Figure 1. PDN straps and rails.
Scale bar: 20 microns. Pins as bars on the die edge.
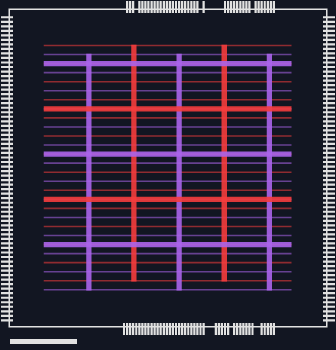
Figure 2. Placed cells, one color a class.
Fill, decap, tap and diode cells in gray.
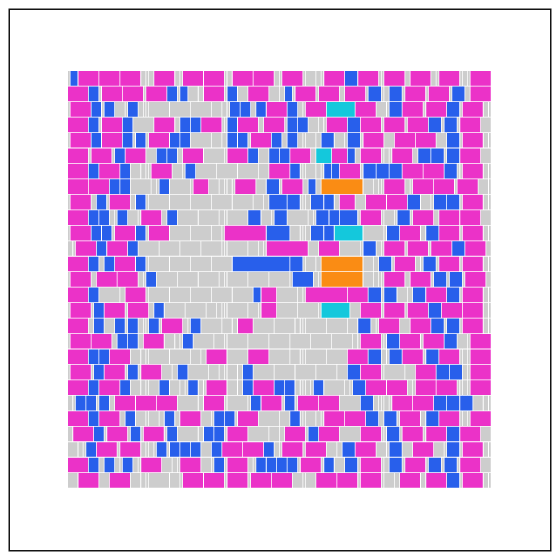
Figure 3. Clock distribution.
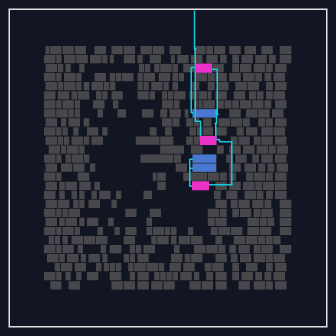
Figure 4. Wiring by layer.
Scale bar: 20 microns. Only two layers are drawn.
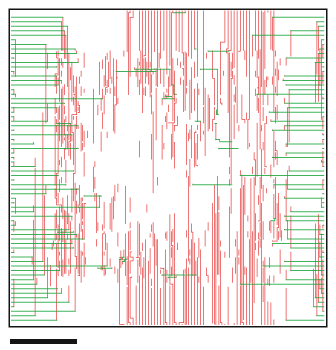
==> config.mk <==
export PLATFORM = sky130hd
export DESIGN_NAME = mem_arbiter_flat
export DESIGN_NICKNAME = d
export VERILOG_FILES = /design/src/rtl/mem_arbiter_if.sv /design/src/rtl/mem_arbiter.sv /design/src/flat_wrapper.sv
export SDC_FILE = /design/constraint.sdc
export NUM_CORES = 1
export LEC_CHECK = 0
export CAP_MARGIN = 20
export CORE_MARGIN = 10
export CORE_UTILIZATION = 24
export CTS_BUF_LIST = sky130_fd_sc_hd__clkbuf_4 sky130_fd_sc_hd__clkbuf_8 sky130_fd_sc_hd__clkbuf_16
export CTS_CLUSTER_SIZE = 16
export DETAILED_ROUTE_END_ITERATION = 8
export PLACE_DENSITY = 0.87
export REMOVE_ABC_BUFFERS = 1
export SLEW_MARGIN = 20
export SYNTH_ARGS = -nofsm -noshare
export SYNTH_HDL_FRONTEND = slang
export SYNTH_SLANG_ARGS = --single-unit
==> constraint.sdc <==
create_clock -name clk_i -period 3.59 [get_ports clk_i]
set_clock_uncertainty 0.2 [all_clocks]
set_input_delay 0.5385 -clock clk_i [delete_from_list [all_inputs] [get_ports clk_i]]
set_output_delay 0.5385 -clock clk_i [all_outputs]
set_load 0.01 [all_outputs]
==> flow_metrics.py <==
# Generated from Yosys and OpenROAD reports
metrics = {
    "outcome": {
        "status": "finished clean",
    },
    "power": {
        "pg_seq_mw": 0.0381,
        "comb_power_share_pct": 68.7,
        "power.switching_mw": 0.154,
        "seq_power_share_pct": 8.0,
        "p_comb_mw": 0.326,
    },
    "cts": {
        "clk_path_buf_depth": 2,
        "cts_tree": "done",
        "cts-root-buf": "clkbuf_8",
    },
    "hold_path": {
        "hold_path_class": "reg -> reg",
    },
    "sta": {
        "worst_slack_ps": 286,
        "timing.fmax_ghz": 0.303,
        "slew_violations": 0,
        "relSlewSlack_pct": 64.2,
    },
    "final_layout": {
        "buffers_excl_clock": 228,
        "diodes": 0,
        "seq_cells": 3,
        "nNonClkInverters": 4,
        "nClkBuffers": 4,
        "syn_to_final_growth_pct": 168,
        "comb_area_sq_um": 1110,
        "drive_gt1_share_pct": 3.44,
    },
    "synth": {
        "ys_top_cells_by_area": "and2_1 (31%), a21oi_1 (15%), nand3_1 (14%), o21ai_0 (13%), buf_6 (5.0%)",
        "syn_avg_cell_area_sq_um": 5.90,
        "synth_cell_types": 23,
        "synth-main-ff-cell": "dfxtp_1",
        "ys_chip_area_sq_um": 1350,
        "ys_warn_count": 0,
    },
    "die": {
        "ioPinCount": 220,
    },
    "detailed_routing": {
        "firstDrtPassIters": 7,
        "wl_met2_microns": 4740,
        "ant_nets": 0,
    },
    "global_route": {
        "gr-max-usage-layer": "met2",
        "grt_pass1_vias": 2526,
        "met3_usage_pct": 9.91,
        "antenna_found_initial": 0,
    },
    "flow_run": {
        "maxCapViolCount": 0,
        "warnings": 25,
    },
    "worst_setup_path": {
        "worstPathRequired_ps": 2850,
        "crit_path_end_kind": "output port",
        "crit_arrival_ps": 2570,
    },
    "placed_design": {
        "portBuffers": 219,
        "place_ws_ps": 286,
    },
}
Notes on Figure 1 above:
legend:
  purple:
    net: VSS
  red:
    net: VDD
met4 straps: 5
rows: 27
Die Y: 95 microns
Peak VDD IR: 68.8 uV
die width: 95 microns
core area: 5470 sq um

Notes on Figure 2 above:
legend:
  cyan:
    class: clock drivers and dummy loads
    cells: 4
    share_of_their_area: 1.4%
  magenta:
    class: other buffers and delay cells
    cells: 228
    share_of_their_area: 65%
  orange:
    class: flops
    cells: 3
    share_of_their_area: 1.7%
  blue:
    class: combinational and other logic
    cells: 201
    share_of_their_area: 32%
row count: 27
fin util: 66.2%
flop share of the area: 1.66%
final instance area: 3620 sq um

Notes on Figure 3 above:
legend:
  magenta:
    item: clock drivers
    count: 3
  cyan:
    item: clock wires
    length: 137 microns
  blue:
    item: flip-flops
    count: 3
routed clock nets: 4
clock group total power: 0.111 mW
clk latency late pin: 220 ps

Notes on Figure 4 above:
legend:
  green:
    layer: metal 3
    wire_length: 1390 microns
  red:
    layer: metal 2
    wire_length: 4740 microns
via count: 2488
final WL: 9610 microns
Total Routing Usage GR: 19.2%

## stage by stage
| stage | hold WS (ps) | instance area (sq um) | cells | power [mW] |
|---|---|---|---|---|
| after floorplan | 309 | 1190 | 204 | 0.129 |
| after global placement | 327 | 3580 | 504 | 0.360 |
| after detailed placement | 365 | 3580 | 504 | 0.366 |
| after CTS | 365 | 3620 | 508 | 0.478 |
| after global routing | 433 | 3620 | 508 | 0.511 |
| final | 358 | 3620 | 508 | 0.474 |
## logic make-up after synthesis
group	after synthesis	share of synthesized area, %
AND-OR/OR-AND	83	33.8
buffers and inverters	29	13.1
flip-flops	3	4.45
AND/OR/NAND/NOR	114	48.7
## critical path, stage by stage
cell and delay (ps):
clkdlybuf4s50_1 560, a21boi_2 250, buf_12 220, a32oi_4 80
buf_12 190, a21oi_1 150, clkdlybuf4s50_1 560
Power figures rest on the tool's default switching activity, not on a simulated workload.
